Run 1, signal wires on met2:
Scale: 3 px per um.
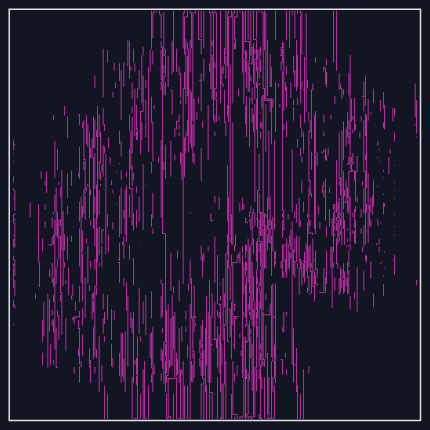
Run 1, cell area per tile:
Scale: 3 px per um. The die is cut into 14 by 14 equal tiles; black is low, pale yellow is high, 0 to 100% covered.
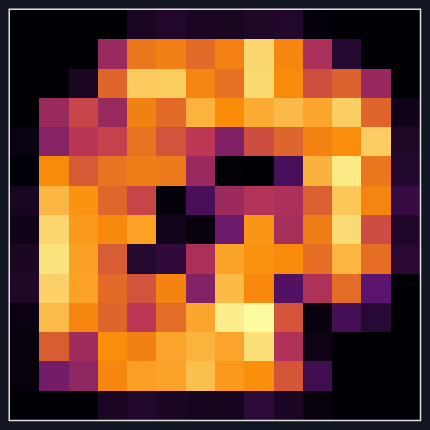
Run 1, clock network drawn from the DEF:
Scale: 2 px per um.
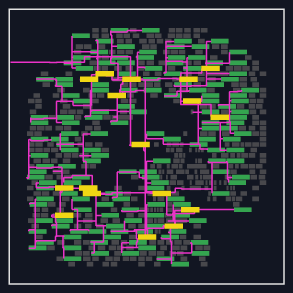
==> src/rtl/demultiplexer_1_to_16_reg.sv <==
`default_nettype none
// ============================================================================
// Module   : demultiplexer_1_to_16_reg
// Purpose  : Registered 1-to-16 demultiplexer. Steers one n-bit word per cycle
//            into one of sixteen holding registers, addressed either by an
//            explicit select or by an internal auto-incrementing pointer.
//            Per-slot valid flags, a full flag and a wrap pulse let downstream
//            logic consume a complete 16-word frame.
// Ports    : clk    - system clock, rising edge
//            rst    - asynchronous active-high reset
//            d      - data word to store
//            s      - explicit destination slot (auto=0)
//            load   - write strobe
//            auto   - 1: destination is ptr, 0: destination is s
//            clear  - synchronous frame clear (valid flags, pointer, wrap)
//            y0..15 - holding registers
//            valid  - per-slot written-since-clear flags
//            ptr    - auto-mode write pointer
//            full   - all sixteen slots valid
//            wrap   - one-cycle pulse after an auto write into slot 15
// Revision : 1.0 - initial release
// ============================================================================
module demultiplexer_1_to_16_reg #(
    parameter int n = 8
) (
    input  logic          clk,
    input  logic          rst,
    input  logic [n-1:0]  d,
    input  logic [3:0]    s,
    input  logic          load,
    input  logic          auto,
    input  logic          clear,
    output logic [n-1:0]  y0,
    output logic [n-1:0]  y1,
    output logic [n-1:0]  y2,
    output logic [n-1:0]  y3,
    output logic [n-1:0]  y4,
    output logic [n-1:0]  y5,
    output logic [n-1:0]  y6,
    output logic [n-1:0]  y7,
    output logic [n-1:0]  y8,
    output logic [n-1:0]  y9,
    output logic [n-1:0]  y10,
    output logic [n-1:0]  y11,
    output logic [n-1:0]  y12,
    output logic [n-1:0]  y13,
    output logic [n-1:0]  y14,
    output logic [n-1:0]  y15,
    output logic [15:0]   valid,
    output logic [3:0]    ptr,
    output logic          full,
    output logic          wrap
);

    localparam logic [3:0] c_last_slot = 4'd15;

    logic [n-1:0] r_slot [16];
    logic [15:0]  r_valid;
    logic [3:0]   r_ptr;
    logic         r_wrap;

    logic [3:0]   w_dest;
    logic         w_write;
    logic [15:0]  w_we;

    assign w_dest  = auto ? r_ptr : s;
    // clear wins over load: a colliding load is dropped entirely
    assign w_write = load & ~clear;

    generate
        for (genvar k = 0; k < 16; k++) begin : g_slot
            assign w_we[k] = w_write & (w_dest == 4'(k));

            // Data survives clear; only reset zeroes it
            always_ff @(posedge clk or posedge rst) begin
                if (rst) begin
                    r_slot[k] <= '0;
                end else if (w_we[k]) begin
                    r_slot[k] <= d;
                end
            end

            always_ff @(posedge clk or posedge rst) begin
                if (rst) begin
                    r_valid[k] <= 1'b0;
                end else if (clear) begin
                    r_valid[k] <= 1'b0;
                end else if (w_we[k]) begin
                    r_valid[k] <= 1'b1;
                end
            end
        end
    endgenerate

    always_ff @(posedge clk or posedge rst) begin
        if (rst) begin
            r_ptr  <= 4'd0;
            r_wrap <= 1'b0;
        end else if (clear) begin
            r_ptr  <= 4'd0;
            r_wrap <= 1'b0;
        end else begin
            // Explicit-mode writes to slot 15 must not pulse wrap
            r_wrap <= w_write & auto & (r_ptr == c_last_slot);
            if (w_write && auto) begin
                r_ptr <= r_ptr + 4'd1;
            end
        end
    end

    assign y0    = r_slot[0];
    assign y1    = r_slot[1];
    assign y2    = r_slot[2];
    assign y3    = r_slot[3];
    assign y4    = r_slot[4];
    assign y5    = r_slot[5];
    assign y6    = r_slot[6];
    assign y7    = r_slot[7];
    assign y8    = r_slot[8];
    assign y9    = r_slot[9];
    assign y10   = r_slot[10];
    assign y11   = r_slot[11];
    assign y12   = r_slot[12];
    assign y13   = r_slot[13];
    assign y14   = r_slot[14];
    assign y15   = r_slot[15];
    assign valid = r_valid;
    assign ptr   = r_ptr;
    assign full  = &r_valid;
    assign wrap  = r_wrap;

endmodule
`default_nettype wire

==> config.mk <==
export PLATFORM = sky130hd
export DESIGN_NAME = demultiplexer_1_to_16_reg
export DESIGN_NICKNAME = d
export VERILOG_FILES = /design/src/rtl/demultiplexer_1_to_16_reg.sv
export SDC_FILE = /design/constraint.sdc
export NUM_CORES = 1
export LEC_CHECK = 0
export CORE_MARGIN = 8
export CORE_UTILIZATION = 40
export CTS_CLUSTER_SIZE = 12
export DETAILED_ROUTE_END_ITERATION = 7
export MAX_ROUTING_LAYER = met4
export PLACE_DENSITY = 0.79
export SETUP_SLACK_MARGIN = 0.3
export SLEW_MARGIN = 30
export SYNTH_ARGS = -nofsm -noshare
export SYNTH_HDL_FRONTEND = slang
export SYNTH_SLANG_ARGS = --single-unit
==> constraint.sdc <==
create_clock -name clk -period 12 [get_ports clk]
set_input_delay 1.8 -clock clk [delete_from_list [all_inputs] [get_ports clk]]
set_output_delay 1.8 -clock clk [all_outputs]
set_load 0.02 [all_outputs]
==> ci_impl_report.md, run 1 <==
### Metrics collected by this job

| Metric | Value |
|---|---|
| Commonest non-fill, non-tap cells in the layout | `166 x sky130_fd_sc_hd__clkdlybuf4s50_1, 149 x sky130_fd_sc_hd__dfrtp_1, 127 x sky130_fd_sc_hd__mux2_2, 17 x sky130_fd_sc_hd__clkbuf_16` |
| Routed len/inst | `21.7 um` |
| Cycle use final | `33.1%` |
| Dominant cell type by area after synthesis | `sky130_fd_sc_hd__dfrtp_1` |
| Total of endpoints with negative setup slack in the final report | `0` |
| Post-synthesis mux area share | `25.4%` |
| Worst hold slack across all endpoints | `484 ps` |
| Worst-case vdd ir drop | `124 uV` |
| Fraction of layout cells with a size suffix above 1 | `31.6%` |
| Number of levels the H-tree was split into | `4` |
| Slew @ Worst Pin | `828 ps` |
| Async set-or-reset flop fraction in the synthesized netlist | `100%` |
| Antenna Diode Count | `0` |
| Half-perimeter wire length after placement | `11.4 mm` |
| Delay-heaviest family, CP | `simple AND/OR/NAND/NOR gates` |
| Post-synthesis cell count from yosys | `374` |
| Quantity of hold-fixing buffers added after cts | `0` |
| Number of warnings in the stage logs | `26` |
| Post-placement worst setup slack | `7610 ps` |
| Post-Place Cell Area | `7610 sq um` |
| Critical Path RT | `12,290 ps` |
| Number of sinks on the clock net | `149` |
| Dominant cells by area after synthesis | `sky130_fd_sc_hd__dfrtp_1 64%, sky130_fd_sc_hd__mux2_2 25%, sky130_fd_sc_hd__nand3_2 1.4%` |
| RSZ-0062 raised after global routing | `false` |
| Die H | `137 um` |
| Biggest combinational cell group after synthesis | `multiplexers` |
| Vias per cell | `5.12` |
| Inserted Clock Buffers | `17` |
| Warning count from the yosys run | `0` |
| Aoi/oai-family share of the synthesized area | `3.03%` |
| Die area | `18,700 sq um` |
| Max-slew violation count | `0` |
| Number of register bits inferred by synthesis | `149` |
| TritonCTS clock tree | `yes` |
| Post-layout net count | `559` |
| Post-synthesis simple-gate area fraction | `4.24%` |
| Post-synthesis to final-layout area growth | `41.9%` |
| Leakage component of the power | `3.77 nW` |
| Net count entering floorplan | `392` |
| Count of fill cells added during filler insertion | `1,127` |
| Clk Latency, worst-skew pair | `410 ps` |
| Number of global-route vias before repair | `4,071` |
| Number of synthesized flops with an enable pin | `0` |
| Final Total Pwr | `1.57 mW` |
| Outcome | `finished, final reports clean` |
| Number of antenna violations at the first check in global routing | `0` |
| Clock input transition at the sequential cells of the worst setup and hold paths | `60 ps` |
| Power density of the placed cells | `190 nW/um^2` |
## Picture notes: 'signal wires on met2'
nets with wire on the layer = 549
longest straight run = 65.0 um

## Picture notes: 'cell area per tile'
nearly empty tiles = 19%
tiles over 75% full = 22%
fullest tile = 99%

## Picture notes: 'clock network drawn from the DEF'
green -> flip-flops  # count 149
magenta -> clock wires  # length 1,700 um
yellow -> clock drivers  # count 17
flops lie = all over the die
routed clock nets = 18

-- run 1: synthesized netlist by cell type (4+ instances only) --
master and instances:
sky130_fd_sc_hd__and3_1 9, sky130_fd_sc_hd__clkbuf_1 9, sky130_fd_sc_hd__dfrtp_1 149, sky130_fd_sc_hd__nand3_1 4, sky130_fd_sc_hd__mux2_2 127, sky130_fd_sc_hd__nand3_2 8
sky130_fd_sc_hd__o21ai_0 10, sky130_fd_sc_hd__nand2_1 4, sky130_fd_sc_hd__buf_4 9, sky130_fd_sc_hd__nand4_1 4, sky130_fd_sc_hd__a21o_1 8, sky130_fd_sc_hd__inv_1 11
-- run 1: per-layer routing --
layer / up-vias / track usage (%) / wire length, um
met5: - / - / 0
met4: 0 / 5.86 / 226
met3: 17 / 6.39 / 1360
met2: 125 / 29.0 / 7960
met1: 1986 / 20.5 / 6480
li1: 1654 / - / -
-- run 1: layout make-up --
| type | count | area [sq um] | share of cell area (%) |
|---|---|---|---|
| Sequential cell | 149 | 3730 | 45.2 |
| Inverter | 12 | 50.0 | 0.606 |
| Clock inverter | 7 | 115 | 1.39 |
| Tap cell | 184 | 230 | 2.79 |
| Clock buffer | 25 | 526 | 6.37 |
| Timing Repair Buffer | 167 | 1670 | 20.3 |
| Multi-Input combinational cell | 194 | 1930 | 23.4 |
-- run 1: power by group --
group	internal (mW)	leakage [nW]	switching, mW	total [mW]
logic	0.194	1.50	0.188	0.382
registers	0.582	1.96	0.0442	0.626
clock network	0.366	0.312	0.194	0.559
-- run 1: worst paths after layout --
path	startpoint	endpoint	slack (ps)	cells past startpoint
max in group asynchronous	rst	y13[2]	8970	3
min	y4[7]	y4[7]	480	1
min reg2reg	y4[7]	y4[7]	480	1
max reg2reg	ptr[0]	y7[6]	9800	4
max	auto	y12[2]	8030	5
min in group asynchronous	rst	ptr[2]	1910	2
Run 1, floorplan with the power grid:
Scale: 3 px per um. Pins as bars on the die edge.
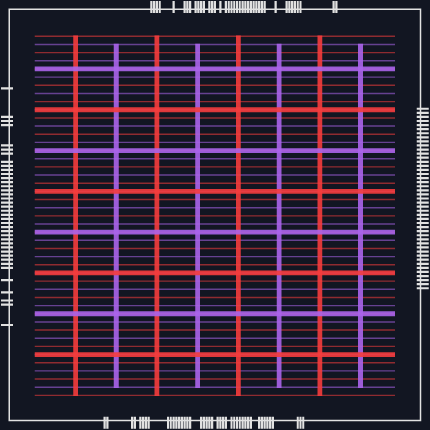

==> inputs of run 2 (changes only) <==
--- a/config.mk
+++ b/config.mk
@@ -10,7 +10,7 @@
 export CTS_CLUSTER_SIZE = 12
 export DETAILED_ROUTE_END_ITERATION = 7
 export MAX_ROUTING_LAYER = met4
-export PLACE_DENSITY = 0.79
+export PLACE_DENSITY = 0.82
 export SETUP_SLACK_MARGIN = 0.3
 export SLEW_MARGIN = 30
 export SYNTH_ARGS = -nofsm -noshare
==> constraint.sdc (replaced) <==
create_clock -name clk -period 3.35 [get_ports clk]
set_input_delay 0.5025 -clock clk [delete_from_list [all_inputs] [get_ports clk]]
set_output_delay 0.5025 -clock clk [all_outputs]
set_load 0.02 [all_outputs]
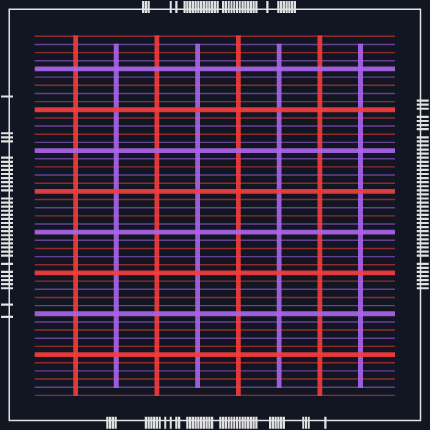
Run 2: floorplan with the power grid
Scale: 3 px per um. Pins as bars on the die edge.
red -> VSS
purple -> VDD
met4 straps = 8
met1 rails = 45
met5 straps = 8

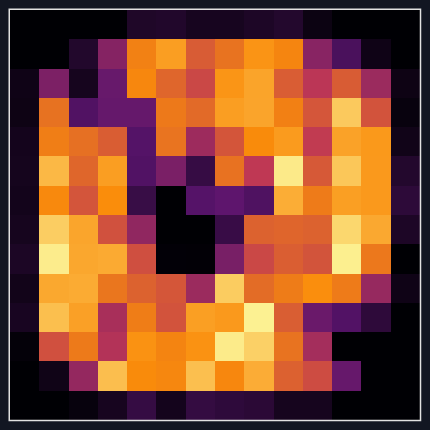
Run 2: cell area per tile
Scale: 3 px per um. The die is cut into 14 by 14 equal tiles; black is low, pale yellow is high, 0 to 100% covered.
post-layout util: 57.4%
placeable core region: 14,400 sq um
Initial Utilization: 40.5%

==> ci_impl_report.md, run 2 <==
### Metrics collected by this job

| Metric | Value |
|---|---|
| Post-layout net count | `565` |
| Post-placement worst setup slack | `468 ps` |
| Post-synthesis mux area share | `25.4%` |
| Warning count from the yosys run | `0` |
| Count of fill cells added during filler insertion | `1,127` |
| Final Total Pwr | `5.50 mW` |
| Net count entering floorplan | `392` |
| Number of antenna violations at the first check in global routing | `0` |
| Worst r2r src | `ptr[0]` |
| Net switching power of the design | `1.56 mW` |
| Quantity of hold-fixing buffers added after cts | `0` |
| Outcome | `finished, final reports clean` |
| Clock input transition at the sequential cells of the worst setup and hold paths | `60 ps` |
| Clk Latency, worst-skew pair | `420 ps` |
| Register area | `3730 sq um` |
| TritonCTS clock tree | `yes` |
| Setup crit start | `auto` |
| Number of synthesized flops with an enable pin | `0` |
| Worst hold slack across all endpoints | `494 ps` |
| Clock Power Share | `34.2%` |
| Total of endpoints with negative setup slack in the final report | `0` |
| Aoi/oai-family share of the synthesized area | `3.03%` |
| Dominant cells by area after synthesis | `sky130_fd_sc_hd__dfrtp_1 64%, sky130_fd_sc_hd__mux2_2 25%, sky130_fd_sc_hd__nand3_2 1.4%` |
| Post-synthesis simple-gate area fraction | `4.24%` |
| Combinational fraction of design power | `24.9%` |
| Die area | `18,700 sq um` |
| Commonest non-fill, non-tap cells in the layout | `166 x sky130_fd_sc_hd__clkdlybuf4s50_1, 149 x sky130_fd_sc_hd__dfrtp_1, 127 x sky130_fd_sc_hd__mux2_2, 17 x sky130_fd_sc_hd__clkbuf_16` |
| Sw frac | `28.3%` |
| Most frequent cell after synthesis | `sky130_fd_sc_hd__dfrtp_1` |
| Synth top cells by count | `149 x sky130_fd_sc_hd__dfrtp_1, 127 x sky130_fd_sc_hd__mux2_2, 11 x sky130_fd_sc_hd__inv_1` |
| Minimum setup slack among reg-to-reg paths | `1290 ps` |
| Slew @ Worst Pin | `916 ps` |
| Number of global-route vias before repair | `4,251` |
| Biggest combinational cell group after synthesis | `multiplexers` |
| Number of register bits inferred by synthesis | `149` |
| Hold Path Origin | `y4[7]` |
| Power density of the placed cells | `667 nW/um^2` |
| Vias per cell | `5.18` |
| Async set-or-reset flop fraction in the synthesized netlist | `100%` |
| Dominant cell type by area after synthesis | `sky130_fd_sc_hd__dfrtp_1` |
| Post-Place Cell Area | `7670 sq um` |
| Max-slew violation count | `0` |
| Comb area | `1930 sq um` |
| Register share of total power | `41.0%` |
| Antenna Diode Count | `0` |
-- run 2: netlist changes by cell type in the layout (fill, tap and decap cells not counted), sizes merged --
cell / previous run / this run
clkbuf: 25 / 21
bufinv: 3 / 2
clkinv: 2 / 5
buf: 1 / 7
-- run 2: layout make-up --
class | count | area share [%]
well taps | 184 | 2.79
flip-flops and latches | 149 | 45.2
repair buffers | 173 | 20.9
clock inverters | 9 | 1.23
inverters | 12 | 0.592
clock buffers | 21 | 5.82
multi-input cells | 194 | 23.4
-- run 2: power by group through the flow --
stage / Combinational (mW) / Clock, mW / Sequential [mW]
6_report: 1.37 / 1.88 / 2.25
5_1_grt: 1.44 / 1.99 / 2.29
4_1_cts: 1.39 / 1.91 / 2.26
3_5_place_dp: 1.38 / 0 / 2.28
3_3_place_gp: 1.36 / 0 / 2.26
2_1_floorplan: 0.311 / 0 / 2.60
-- run 2: kinds of logic after synthesis --
kind of cell             Yosys count
flip-flops                       149
multiplexers                     131
AND/OR/NAND/NOR                   37
adder cells (fa/ha/maj)            1
buffers and inverters             31
AND-OR/OR-AND                     23
XOR/XNOR                           2
-- run 2: per-layer routing --
metal  routed length [um]  vias up  GRT usage, %
met2                 8280      128          30.7
met5                    0        -             -
met4                  242        0          5.92
met1                 6770     2028          21.9
met3                 1190       20          5.76
li1                     -     1670             -
-- run 2: final timing paths --
check	to	cells past startpoint
setup / recovery	y4[1]	5
hold / removal	y4[7]	1
setup reg to reg	y4[1]	4
hold reg to reg	y4[7]	1
max in group asynchronous	y12[6]	3
min in group asynchronous	y0[2]	3
-- run 2: critical path: stages --
cell,delay (ps)
sky130_fd_sc_hd__clkdlybuf4s50_1,680
sky130_fd_sc_hd__mux2i_1,310
sky130_fd_sc_hd__and3_1,280
sky130_fd_sc_hd__and3_1,560
sky130_fd_sc_hd__mux2_2,400
Power figures rest on the tool's default switching activity, not on a simulated workload.
